File: config.mk
export PLATFORM = sky130hd
export DESIGN_NAME = radix4_booth_datapath
export DESIGN_NICKNAME = d
export VERILOG_FILES = /design/src/rtl/radix4_booth_datapath.sv
export SDC_FILE = /design/constraint.sdc
export NUM_CORES = 1
export LEC_CHECK = 0
export CORE_AREA = 2 2 70 72
export CTS_CLUSTER_SIZE = 8
export DETAILED_ROUTE_END_ITERATION = 16
export DIE_AREA = 0 0 72 74
export PLACE_DENSITY = 0.74
export SLEW_MARGIN = 20
export SYNTH_ARGS = -nofsm -noshare
export SYNTH_HDL_FRONTEND = slang
export SYNTH_SLANG_ARGS = --single-unit
File: constraint.sdc
create_clock -name clk -period 4.7 [get_ports clk]
set_input_delay 0.47 -clock clk [delete_from_list [all_inputs] [get_ports clk]]
set_output_delay 0.47 -clock clk [all_outputs]
set_load 0.05 [all_outputs]
File: src/rtl/radix4_booth_datapath.sv
// radix4_booth_datapath: radix-4 Booth multiplier datapath, one Booth digit retired per enabled clock.
// Build option: define RADIX4_BOOTH_UNSIGNED_EN for unsigned operands (one extra Booth step).
module radix4_booth_datapath #(
  parameter int WIDTH = 8
) (
  input  logic               clk,
  input  logic               rst_n,
  input  logic               en,
  input  logic               start_booth,
  input  logic               en_booth,
  input  logic               rst_cntr_n,
  input  logic [WIDTH-1:0]   multiplicand,
  input  logic [WIDTH-1:0]   multiplier,
  output logic [2*WIDTH-1:0] product,
  output logic               done_cntr
);

  localparam int AW = WIDTH + 2;
`ifdef RADIX4_BOOTH_UNSIGNED_EN
  localparam int QW     = WIDTH + 2;
  localparam int NSTEPS = WIDTH / 2 + 1;
`else
  localparam int QW     = WIDTH;
  localparam int NSTEPS = WIDTH / 2;
`endif
  localparam int PW = AW + QW + 1;
  localparam int CW = $clog2(NSTEPS + 1);

  logic signed [AW-1:0] a_p0;
  logic signed [PW-1:0] p_p0;
  logic [CW-1:0]        cnt_p0;

  logic signed [AW-1:0] a_ext;
  logic [QW-1:0]        q_ext;
  logic signed [AW-1:0] acc_sum;
  logic signed [PW-1:0] p_step;
  logic                 step;

  // Booth digit recoding: {q1, q0, q_m1} selects 0, +-A or +-2A.
  function automatic logic signed [AW-1:0] booth_addend(
    input logic [2:0]           sel,
    input logic signed [AW-1:0] a
  );
    case (sel)
      3'b001, 3'b010: booth_addend = a;
      3'b011:         booth_addend = a <<< 1;
      3'b100:         booth_addend = -(a <<< 1);
      3'b101, 3'b110: booth_addend = -a;
      default:        booth_addend = '0;
    endcase
  endfunction

`ifdef RADIX4_BOOTH_UNSIGNED_EN
  assign a_ext = {2'b00, multiplicand};
  assign q_ext = {2'b00, multiplier};
`else
  assign a_ext = {{2{multiplicand[WIDTH-1]}}, multiplicand};
  assign q_ext = multiplier;
`endif

  // Accumulate in the upper field, then shift the whole P register right by one digit.
  assign acc_sum   = p_p0[PW-1 -: AW] + booth_addend(p_p0[2:0], a_p0);
  assign p_step    = $signed({acc_sum, p_p0[QW:0]}) >>> 2;
  assign done_cntr = (cnt_p0 == CW'(NSTEPS));
  assign step      = en_booth & ~done_cntr;
  assign product   = p_p0[2*WIDTH:1];

  always_ff @(posedge clk or negedge rst_n) begin
    if (!rst_n) begin
      a_p0   <= '0;
      p_p0   <= '0;
      cnt_p0 <= '0;
    end else if (en) begin
      if (start_booth) begin
        a_p0   <= a_ext;
        p_p0   <= {{AW{1'b0}}, q_ext, 1'b0};
        cnt_p0 <= '0;
      end else begin
        if (!rst_cntr_n)
          cnt_p0 <= '0;
        else if (step)
          cnt_p0 <= cnt_p0 + 1'b1;
        if (step)
          p_p0 <= p_step;
      end
    end
  end

endmodule
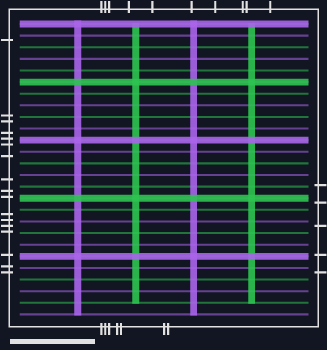
**Above:** run 1 (power grid).
Bar = 20 µm. Pins as bars on the die edge.
- VSS: purple
- VDD: green
- signal pins: 39
- met5 straps: 5
- rows: 25
- met1 rails: 26
- met4 straps: 4
horizontal die dimension: 72 µm
VDD IR-drop max: 0.234 mV
floorplan die height: 74 µm
Std-Cell Core Area: 4600 µm²

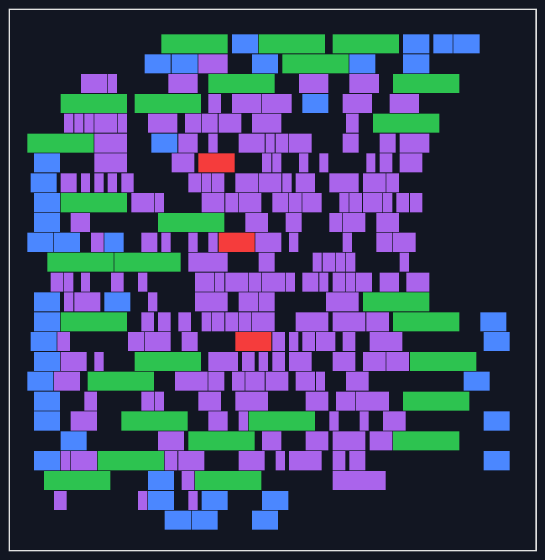
**Above:** run 1 (placement by cell class).
- remaining buffers and delay cells: blue (cells 40; share of their area 16%)
- clock drivers: red (cells 3; share of their area 1.7%)
- sequential cells: green (cells 28; share of their area 28%)
- combinational and other logic: purple (cells 191; share of their area 54%)

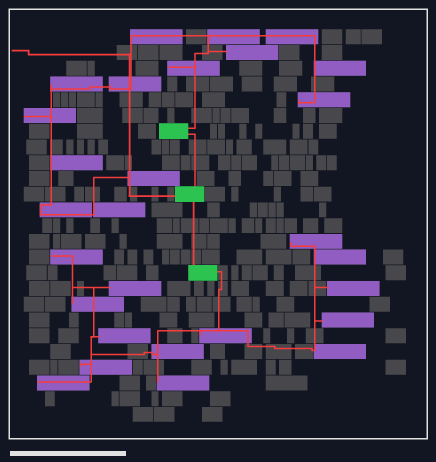
**Above:** run 1 (clock wires, drivers and flops).
Bar = 20 µm.
- flip-flops: purple (count 28)
- clock wires: red (length 374 µm)
- clock drivers: green (count 3)
- flops lie: widely spread
- routed clock nets: 4

==> tab_implementation.tex, run 1 <==
% Yosys + OpenROAD metrics
\begin{tabular}{lr}
\hline
Metric & Value \\
\hline
\multicolumn{2}{l}{\textbf{Outcome}} \\
Result of the run & complete, no violations \\
\multicolumn{2}{l}{\textbf{Final layout}} \\
Leading registers by flop count & p\_p0 x17, a\_p0 x8, cnt\_p0 x3 \\
Most frequent logic cell in the layout & sky130\_fd\_sc\_hd\_\_clkdlybuf4s50\_1 \\
Area used by sequential logic in the layout & $\sim$700 µm² \\
\# clk buffers & 3 \\
Seq cells & 28 \\
Tally of filler cells in the layout & between 400 and 500 \\
Combinational gates & 182 \\
Layout clock area frac & between 1.5 and 2\% \\
Number of nets in the layout & around 300 \\
Final standard cell utilization of the core & between 50\% and 60\% \\
Proportion of cell area occupied by registers & 27.7\% \\
Layout Area Growth over Synthesis & 15.1\% \\
Top library cells by usage in the layout, fill and taps aside & sky130\_fd\_sc\_hd\_\_clkdlybuf4s50\_1, sky130\_fd\_sc\_hd\_\_nand2\_1, sky130\_fd\_sc\_hd\_\_dfrtp\_1, sky130\_fd\_sc\_hd\_\_o21ai\_0 \\
Post-route insts no fill & roughly 320 \\
Inverter count of the layout excluding clock inverters & 9 \\
Largest cell class by area & multi-input combinational cells \\
Fraction of cell area in non-clock buffers & between 10\% and 20\% \\
\multicolumn{2}{l}{\textbf{Synthesis}} \\
Main area contributors & sky130\_fd\_sc\_hd\_\_dfrtp\_1, sky130\_fd\_sc\_hd\_\_ha\_1, sky130\_fd\_sc\_hd\_\_buf\_4 \\
Share of the yosys chip area belonging to registers & 31.9\% \\
Synth Area in Simple Gates & 15.3\% \\
XOR Share, Synth & roughly 6.4\% \\
Most frequent cell after synthesis & sky130\_fd\_sc\_hd\_\_nand2\_1 \\
Chip area in the Yosys report & around 2200 µm² \\
Count of yosys warnings during synthesis & 0 \\
Cell type with the highest aggregate area in the netlist & sky130\_fd\_sc\_hd\_\_dfrtp\_1 \\
MUX area fraction & 9.64\% \\
Most frequent cells after synthesis & sky130\_fd\_sc\_hd\_\_nand2\_1, sky130\_fd\_sc\_hd\_\_dfrtp\_1, sky130\_fd\_sc\_hd\_\_o21ai\_0 \\
Post-Synth Adder-Cell Area & just under 8\% \\
Mapped Avg Cell Area & about 9 µm² \\
Post-synthesis cell type count & $\sim$50 \\
Post-Syn Nets & 282 \\
Largest non-sequential cell family by area & AND-OR/OR-AND gates \\
\multicolumn{2}{l}{\textbf{Setup path}} \\
Max FO, Critical Path & 7 \\
Family with the most delay on the worst path & AND-OR/OR-AND gates \\
Setup CP Type & flip-flop to flip-flop \\
WP data required & 4.87 ns \\
Peak per-stage delay on the critical path & 0.60 ns \\
Worst setup EP type & flip-flop \\
Top cell by count, worst path & sky130\_fd\_sc\_hd\_\_or4\_4 \\
Capture point of the worst reg-to-reg path & p\_p0[17]\$\_DFFE\_PN0P\_ \\
Crit path from & a\_p0[2]\$\_DFFE\_PN0P\_ \\
Logic depth of the worst setup path including buffers & 12 \\
Cells traversed along the worst timing path & or4\_4 > or4\_4 > a31o\_2 > a21oi\_2 > o21a\_1 > a221oi\_2 > ha\_1 > o21ai\_0 > a211oi\_1 > or3\_1 > a21oi\_1 > a311o\_1 \\
Startpoint kind of the worst setup timing path & flip-flop \\
Number of buffers and inverters on the critical path & 0 \\
Termination of the worst setup path & p\_p0[17]\$\_DFFE\_PN0P\_ \\
Slowest CP cell & sky130\_fd\_sc\_hd\_\_or4\_4 \\
Slack of the worst reg-to-reg path & between 1 and 1.5 ns \\
\multicolumn{2}{l}{\textbf{Timing}} \\
Post-Route Skew & approximately 0.0023 ns \\
Setup TNS Final & 0 ns \\
PnR worst setup slack & $\sim$1.2 ns \\
Hold Violations, Final & 0 \\
Slew at the pin closest to its max-slew limit & a little over 0.7 ns \\
Unrepaired setup endpoints after global routing & no \\
\multicolumn{2}{l}{\textbf{Routing}} \\
M1 wire length & 2160 µm \\
Iteration-0 DRC count of the detailed router & around 130 \\
Number of vias after detailed routing & 1,753 \\
Uppermost metal layer occupied by signal nets & met4 \\
Amount of wire on met2 after detailed routing & 2040 µm \\
Wire length on met3 & around 140 µm \\
Drt pass-1 iters & 4 \\
Count of antenna-violating nets left after detailed routing & 0 \\
Average wire per standard cell & about 14 µm \\
\multicolumn{2}{l}{\textbf{Clocking}} \\
Buffer count from post-CTS setup fixing & 0 \\
Quantity of hold-fixing buffers added after cts & 0 \\
CTS root buffer & sky130\_fd\_sc\_hd\_\_clkbuf\_8 \\
Latency at later pin & approximately 0.27 ns \\
Largest buffer count on any clock path & 2 \\
\multicolumn{2}{l}{\textbf{Die}} \\
TAP cells & approximately 54 \\
Pre-Place Util & between 40\% and 50\% \\
\multicolumn{2}{l}{\textbf{Placed design}} \\
Pre-CTS setup slack & between 1 and 1.5 ns \\
Final HPWL DP & between 3000 and 4000 µm \\
Area after DPL & between 2000 and 2500 µm² \\
\multicolumn{2}{l}{\textbf{Power and ir drop}} \\
Switching pwr & 571 µW \\
Gate power share & 58.5\% \\
Group drawing the most power & combinational cells \\
Sequential share of power & a little under a third \\
Reported sequential group power & roughly 380 µW \\
Share of total power in the clock network & around a tenth \\
Leakage & between 0.001 and 0.0015 µW \\
Logic power comb & around 720 µW \\
\multicolumn{2}{l}{\textbf{Global route}} \\
Met1 layer usage reported by global route & approximately a quarter \\
Global routing met3 resource utilization & 2.44\% \\
Vias in the first global route & approximately 1,700 \\
Most Crowded Layer GR & met2 \\
Initial antenna violation count & 0 \\
Pin count of the biggest net entering global routing & 30 \\
\multicolumn{2}{l}{\textbf{Hold path}} \\
Terminating pin of the worst hold path & p\_p0[8]\$\_DFFE\_PN0P\_ \\
Worst Hold Depth & 2 \\
\hline
\end{tabular}
==> inputs of run 2 (changes only) <==
clock period = 3.3 ns   (was 4.7 ns; I/O delays follow)
==> run 2 against run 1 <==
Against the previous run: the flow now finishes with violations (negative setup slack); combinational power increased by 65%; routed wire length up 9.5%; sequential share of layout area shrank 2.1 points; critical path depth is 1 lower; first-iteration DRC count down 40%; register-to-register slack worse by 1.2 ns; die size unchanged; flip-flop count unchanged; count of clock-buffer cells in the layout rose by 1.
==> tab_implementation.tex, run 2 <==
% Yosys + OpenROAD metrics
\begin{tabular}{lr}
\hline
Metric & Value \\
\hline
\multicolumn{2}{l}{\textbf{Setup path}} \\
Peak per-stage delay on the critical path & 0.54 ns \\
Data arrival time of the critical path & $\sim$3.6 ns \\
Setup CP Type & flip-flop to flip-flop \\
Slack of the worst reg-to-reg path & -0.08 ns \\
Worst setup EP type & flip-flop \\
Logic depth of the worst setup path including buffers & 11 \\
Capture point of the worst reg-to-reg path & p\_p0[17]\$\_DFFE\_PN0P\_ \\
Family with the most delay on the worst path & simple AND/OR/NAND/NOR gates \\
Number of buffers and inverters on the critical path & 0 \\
Top cell by count, worst path & sky130\_fd\_sc\_hd\_\_or4\_4 \\
Slowest CP cell & sky130\_fd\_sc\_hd\_\_or4\_4 \\
Cells traversed along the worst timing path & or4\_4 > or4\_4 > o21ai\_4 > a21oi\_4 > o21a\_1 > a221oi\_2 > ha\_2 > o21ai\_2 > a211oi\_2 > or3\_4 > a311o\_1 \\
Max FO, Critical Path & 3 \\
Termination of the worst setup path & p\_p0[17]\$\_DFFE\_PN0P\_ \\
Startpoint kind of the worst setup timing path & flip-flop \\
Crit path from & a\_p0[3]\$\_DFFE\_PN0P\_ \\
WP data required & 3.48 ns \\
\multicolumn{2}{l}{\textbf{Placed design}} \\
Pre-CTS setup slack & -0.0343 ns \\
Area after DPL & roughly 2600 µm² \\
Final HPWL DP & about 3600 µm \\
\multicolumn{2}{l}{\textbf{Clocking}} \\
CTS root buffer & sky130\_fd\_sc\_hd\_\_clkbuf\_8 \\
Largest buffer count on any clock path & 2 \\
Quantity of hold-fixing buffers added after cts & 0 \\
Latency at later pin & between 0.2 and 0.3 ns \\
Buffer count from post-CTS setup fixing & 0 \\
Depth of the CTS H-tree & 1 \\
\multicolumn{2}{l}{\textbf{Outcome}} \\
Result of the run & finished, violations left \\
Failing checks & negative setup slack \\
\multicolumn{2}{l}{\textbf{Global route}} \\
Most Crowded Layer GR & met2 \\
Global routing met3 resource utilization & around 2.4\% \\
Global-route wire length before repair & 7900 µm \\
Met1 layer usage reported by global route & roughly a quarter \\
Initial antenna violation count & 0 \\
Vias in the first global route & between 1,500 and 2,000 \\
Pin count of the biggest net entering global routing & 30 \\
\multicolumn{2}{l}{\textbf{Synthesis}} \\
Largest non-sequential cell family by area & AND-OR/OR-AND gates \\
Share of the yosys chip area belonging to registers & 31.9\% \\
Post-synthesis cell type count & roughly 50 \\
Mapped Avg Cell Area & roughly 8.9 µm² \\
Chip area in the Yosys report & between 2000 and 2500 µm² \\
Most frequent cell after synthesis & sky130\_fd\_sc\_hd\_\_nand2\_1 \\
XOR Share, Synth & 6.39\% \\
Main area contributors & sky130\_fd\_sc\_hd\_\_dfrtp\_1, sky130\_fd\_sc\_hd\_\_ha\_1, sky130\_fd\_sc\_hd\_\_buf\_4 \\
Cell type with the highest aggregate area in the netlist & sky130\_fd\_sc\_hd\_\_dfrtp\_1 \\
Synth Area in Simple Gates & between 10\% and 20\% \\
MUX area fraction & around 9.6\% \\
Count of yosys warnings during synthesis & 0 \\
Post-Syn Nets & $\sim$280 \\
Post-Synth Adder-Cell Area & slightly below 8\% \\
Most frequent cells after synthesis & sky130\_fd\_sc\_hd\_\_nand2\_1, sky130\_fd\_sc\_hd\_\_dfrtp\_1, sky130\_fd\_sc\_hd\_\_o21ai\_0 \\
\multicolumn{2}{l}{\textbf{Die}} \\
Floorplan die height & between 70 and 80 µm \\
TAP cells & around 54 \\
Std-Cell Core Area & between 4000 and 5000 µm² \\
Horizontal die dimension & $\sim$72 µm \\
Pre-Place Util & between 40\% and 50\% \\
\multicolumn{2}{l}{\textbf{Power and ir drop}} \\
Reported sequential group power & $\sim$520 µW \\
VDD IR-drop max & 0.420 mV \\
Switching pwr & around 870 µW \\
Leakage & about 0.0012 µW \\
Logic power comb & 1190 µW \\
Share of total power in the clock network & between 10\% and 20\% \\
Sequential share of power & $\sim$27\% \\
Group drawing the most power & combinational cells \\
\multicolumn{2}{l}{\textbf{Final layout}} \\
Top reg by flops & p\_p0 \\
\# clk buffers & 4 \\
Area used by sequential logic in the layout & around 700 µm² \\
Number of flip-flops under the largest register name & 17 \\
Fraction of cell area in non-clock buffers & slightly below 20\% \\
Layout Area Growth over Synthesis & 24.7\% \\
Top library cells by usage in the layout, fill and taps aside & sky130\_fd\_sc\_hd\_\_clkdlybuf4s50\_1, sky130\_fd\_sc\_hd\_\_nand2\_1, sky130\_fd\_sc\_hd\_\_dfrtp\_1, sky130\_fd\_sc\_hd\_\_buf\_4, sky130\_fd\_sc\_hd\_\_o21ai\_0 \\
Combinational gates & 182 \\
Leading registers by flop count & p\_p0 x17, a\_p0 x8, cnt\_p0 x3 \\
Inverter count of the layout excluding clock inverters & 9 \\
Seq cells & 28 \\
Tally of filler cells in the layout & approximately 420 \\
Most frequent logic cell in the layout & sky130\_fd\_sc\_hd\_\_clkdlybuf4s50\_1 \\
Largest cell class by area & multi-input combinational cells \\
Post-route insts no fill & approximately 340 \\
Final standard cell utilization of the core & between 50\% and 60\% \\
Layout clock area frac & 2.01\% \\
\multicolumn{2}{l}{\textbf{Timing}} \\
Total of endpoints with negative setup slack in the final report & 1 \\
Setup TNS Final & -0.0764 ns \\
Hold Violations, Final & 0 \\
PnR worst setup slack & -0.0764 ns \\
Post-Route Skew & around 0.0060 ns \\
Slew HR & around three fifths \\
Unrepaired setup endpoints after global routing & yes \\
Slew at the pin closest to its max-slew limit & around 0.62 ns \\
\multicolumn{2}{l}{\textbf{Routing}} \\
Number of vias after detailed routing & around 1,900 \\
Amount of wire on met2 after detailed routing & between 2000 and 2500 µm \\
M1 wire length & around 2200 µm \\
Drt pass-1 iters & 4 \\
Average wire per standard cell & $\sim$15 µm \\
Uppermost metal layer occupied by signal nets & met4 \\
Wire length on met3 & slightly above 200 µm \\
Iteration-0 DRC count of the detailed router & 77 \\
\hline
\end{tabular}
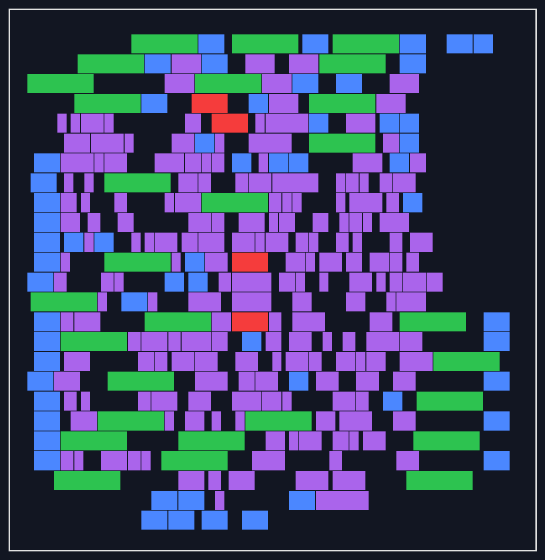
**Above:** run 2 (placement by cell class).
- clock drivers and dummy loads: red (cells 4; share of their area 2.1%)
- sequential cells: green (cells 28; share of their area 26%)
- combinational and other logic: purple (cells 191; share of their area 52%)
- remaining buffers and delay cells: blue (cells 58; share of their area 20%)
area of all placed cells without fillers: 2740 µm²
proportion of cell area occupied by registers: 25.6%

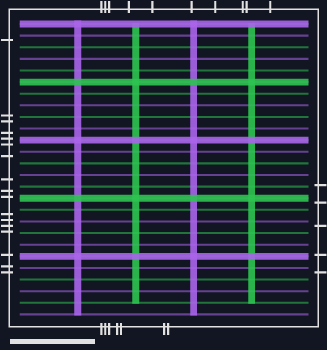
**Above:** run 2 (power grid).
Bar = 20 µm. Pins as bars on the die edge.
- VDD: green
- VSS: purple
- rows: 25
- met5 straps: 5
- signal pins: 39
- met4 straps: 4
- met1 rails: 26

==> inputs of run 3 (changes only) <==
CELL_PAD_IN_SITES_DETAIL_PLACEMENT = 1   (was default)
CELL_PAD_IN_SITES_GLOBAL_PLACEMENT = 2   (was default)
CORE_AREA = 2 2 86 88   (was 2 2 70 72)
DIE_AREA = 0 0 88 90   (was 0 0 72 74)
GPL_ROUTABILITY_DRIVEN = 0   (was default)
PLACE_DENSITY = 0.8   (was 0.74)
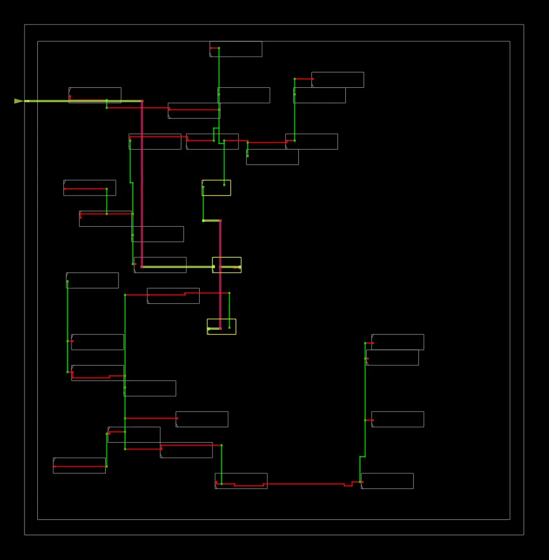
**Above:** run 3 (clock routing).
TritonCTS sink count: 28
Latency at later pin: 0.28 ns

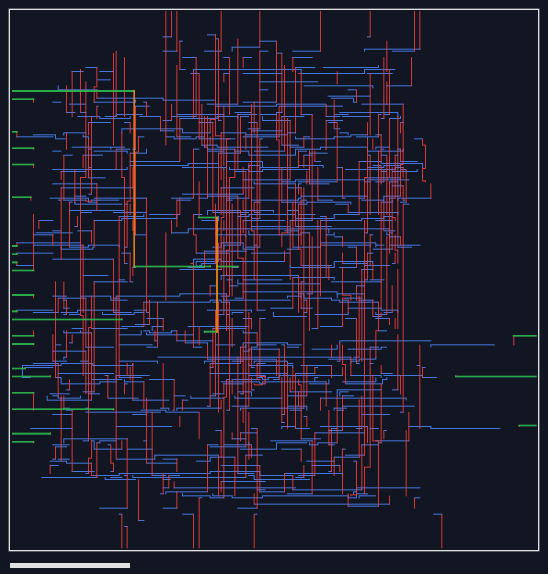
**Above:** run 3 (routed metal, one color a layer).
Bar = 20 µm.
- metal 4: orange (wire length 48.3 µm)
- metal 2: red (wire length 2,670 µm)
- metal 3: green (wire length 148 µm)
- metal 1: blue (wire length 2,680 µm)
average wire per standard cell: 14.5 µm
GRT Resource Usage Total: 14.7%
final wirelength: 5550 µm

==> run 3 against run 2 <==
Against the previous run: the flow now finishes without violations; synthesized cell count did not move; die size rose by 49%; routed wire length up 14%; register-to-register slack better by 0.08 ns; combinational power barely moved; worst hold slack worse by 0.0020 ns; final cell count up 14%.
==> tab_implementation.tex, run 3 <==
% Yosys + OpenROAD metrics
\begin{tabular}{lr}
\hline
Metric & Value \\
\hline
\multicolumn{2}{l}{\textbf{Routing}} \\
Wire length on met3 & around 150 µm \\
Drt pass-1 iters & 4 \\
M1 wire length & 2680 µm \\
Count of antenna-violating nets left after detailed routing & 0 \\
Iteration-0 DRC count of the detailed router & around 64 \\
Uppermost metal layer occupied by signal nets & met4 \\
Number of vias after detailed routing & 1,860 \\
Amount of wire on met2 after detailed routing & between 2000 and 3000 µm \\
\multicolumn{2}{l}{\textbf{Clocking}} \\
CTS root buffer & sky130\_fd\_sc\_hd\_\_clkbuf\_8 \\
Clock tree from TritonCTS & done \\
Quantity of hold-fixing buffers added after cts & 0 \\
Depth of the CTS H-tree & 1 \\
Buffer count from post-CTS setup fixing & 0 \\
Largest buffer count on any clock path & 2 \\
\multicolumn{2}{l}{\textbf{Synthesis}} \\
Most frequent cell after synthesis & sky130\_fd\_sc\_hd\_\_nand2\_1 \\
Most frequent cells after synthesis & sky130\_fd\_sc\_hd\_\_nand2\_1, sky130\_fd\_sc\_hd\_\_dfrtp\_1, sky130\_fd\_sc\_hd\_\_o21ai\_0 \\
Post-Syn Nets & approximately 280 \\
Chip area in the Yosys report & between 2000 and 2500 µm² \\
Largest non-sequential cell family by area & AND-OR/OR-AND gates \\
Post-synthesis cell type count & about 49 \\
Most instantiated flip-flop cell in the synthesis netlist & sky130\_fd\_sc\_hd\_\_dfrtp\_1 \\
XOR Share, Synth & under 10\% \\
Count of yosys warnings during synthesis & 0 \\
MUX area fraction & $\sim$9.6\% \\
Cell type with the highest aggregate area in the netlist & sky130\_fd\_sc\_hd\_\_dfrtp\_1 \\
Mapped Avg Cell Area & 8.89 µm² \\
Share of the yosys chip area belonging to registers & approximately a third \\
Cells after Synth & about 250 \\
Post-Synth Adder-Cell Area & under 10\% \\
Main area contributors & sky130\_fd\_sc\_hd\_\_dfrtp\_1, sky130\_fd\_sc\_hd\_\_ha\_1, sky130\_fd\_sc\_hd\_\_buf\_4 \\
Synth Area in Simple Gates & about 15\% \\
\multicolumn{2}{l}{\textbf{Final layout}} \\
Seq cells & 28 \\
Area used by sequential logic in the layout & $\sim$700 µm² \\
Proportion of cell area occupied by registers & between 20 and 30\% \\
Inverter count of the layout excluding clock inverters & 9 \\
Leading registers by flop count & p\_p0 x17, a\_p0 x8, cnt\_p0 x3 \\
Number of nets in the layout & approximately 320 \\
Most frequent logic cell in the layout & sky130\_fd\_sc\_hd\_\_clkdlybuf4s50\_1 \\
Number of flip-flops under the largest register name & 17 \\
\# clk buffers & 3 \\
Top reg by flops & p\_p0 \\
Layout clock area frac & between 1 and 1.5\% \\
Combinational gates & about 180 \\
\# diodes & 0 \\
Tally of filler cells in the layout & 834 \\
Largest cell class by area & multi-input combinational cells \\
Fraction of cell area in non-clock buffers & 20.0\% \\
Post-route insts no fill & 383 \\
Top library cells by usage in the layout, fill and taps aside & sky130\_fd\_sc\_hd\_\_clkdlybuf4s50\_1, sky130\_fd\_sc\_hd\_\_nand2\_1, sky130\_fd\_sc\_hd\_\_dfrtp\_1, sky130\_fd\_sc\_hd\_\_buf\_4, sky130\_fd\_sc\_hd\_\_o21ai\_0 \\
Layout Area Growth over Synthesis & 27.7\% \\
Area of all placed cells without fillers & 2800 µm² \\
Final standard cell utilization of the core & around 40\% \\
\multicolumn{2}{l}{\textbf{Timing}} \\
Unrepaired setup endpoints after global routing & yes \\
Total of endpoints with negative setup slack in the final report & 0 \\
Period minus WS final & around 3.3 ns \\
Setup TNS Final & 0 ns \\
Slew HR & approximately two thirds \\
Post-Route Skew & around 0.009 ns \\
Fin Hold WS & roughly 0.42 ns \\
Slew at the pin closest to its max-slew limit & between 0.5 and 0.6 ns \\
Hold Violations, Final & 0 \\
PnR worst setup slack & between 0.001 and 0.0015 ns \\
\multicolumn{2}{l}{\textbf{Setup path}} \\
Max FO, Critical Path & 3 \\
Startpoint kind of the worst setup timing path & flip-flop \\
Logic depth of the worst setup path including buffers & 11 \\
Crit path from & a\_p0[2]\$\_DFFE\_PN0P\_ \\
Slack of the worst reg-to-reg path & roughly 0.0013 ns \\
Slowest CP cell & sky130\_fd\_sc\_hd\_\_or4\_4 \\
Termination of the worst setup path & p\_p0[17]\$\_DFFE\_PN0P\_ \\
Data arrival time of the critical path & between 3 and 4 ns \\
WP data required & $\sim$3.5 ns \\
Number of buffers and inverters on the critical path & 0 \\
Cell depth of the worst flop-to-flop path & 11 \\
Cells traversed along the worst timing path & or4\_4 > or4\_4 > o21ai\_2 > a21oi\_2 > o21a\_1 > a221oi\_2 > ha\_1 > o21ai\_2 > a211oi\_2 > or3\_4 > a311o\_1 \\
Peak per-stage delay on the critical path & 0.55 ns \\
Family with the most delay on the worst path & simple AND/OR/NAND/NOR gates \\
Worst setup EP type & flip-flop \\
Capture point of the worst reg-to-reg path & p\_p0[17]\$\_DFFE\_PN0P\_ \\
Setup CP Type & flip-flop to flip-flop \\
\multicolumn{2}{l}{\textbf{Power and ir drop}} \\
Leakage & 0.00123 µW \\
Logic power comb & 1190 µW \\
Switching share of total power & around 46\% \\
Group drawing the most power & combinational cells \\
Share of total power in the clock network & around 10\% \\
Sequential share of power & $\sim$27\% \\
Reported sequential group power & 519 µW \\
Switching pwr & roughly 870 µW \\
Power Internal & 1030 µW \\
Gate power share & between 60 and 70\% \\
VDD IR-drop max & about 0.27 mV \\
\multicolumn{2}{l}{\textbf{Flow run}} \\
Max-cap viol count & 0 \\
\multicolumn{2}{l}{\textbf{Global route}} \\
Met2 Track Usage GR & roughly a quarter \\
Met1 layer usage reported by global route & approximately a fifth \\
Global-route wire length before repair & 9450 µm \\
Initial antenna violation count & 0 \\
Global routing met3 resource utilization & 1.84\% \\
Vias in the first global route & between 1,500 and 2,000 \\
Most Crowded Layer GR & met2 \\
Pin count of the biggest net entering global routing & 29 \\
\multicolumn{2}{l}{\textbf{Placed design}} \\
Inst Count DP & 380 \\
Area after DPL & about 2700 µm² \\
Final HPWL DP & 4270 µm \\
Pre-CTS setup slack & -0.0615 ns \\
\multicolumn{2}{l}{\textbf{Die}} \\
Pre-Place Util & 31.3\% \\
Floorplan die height & about 90 µm \\
TAP cells & just under 100 \\
Std-Cell Core Area & about 7000 µm² \\
Horizontal die dimension & just under 90 µm \\
\multicolumn{2}{l}{\textbf{Outcome}} \\
Result of the run & complete, no violations \\
\hline
\end{tabular}
Power is estimated from default activity; no workload was simulated.
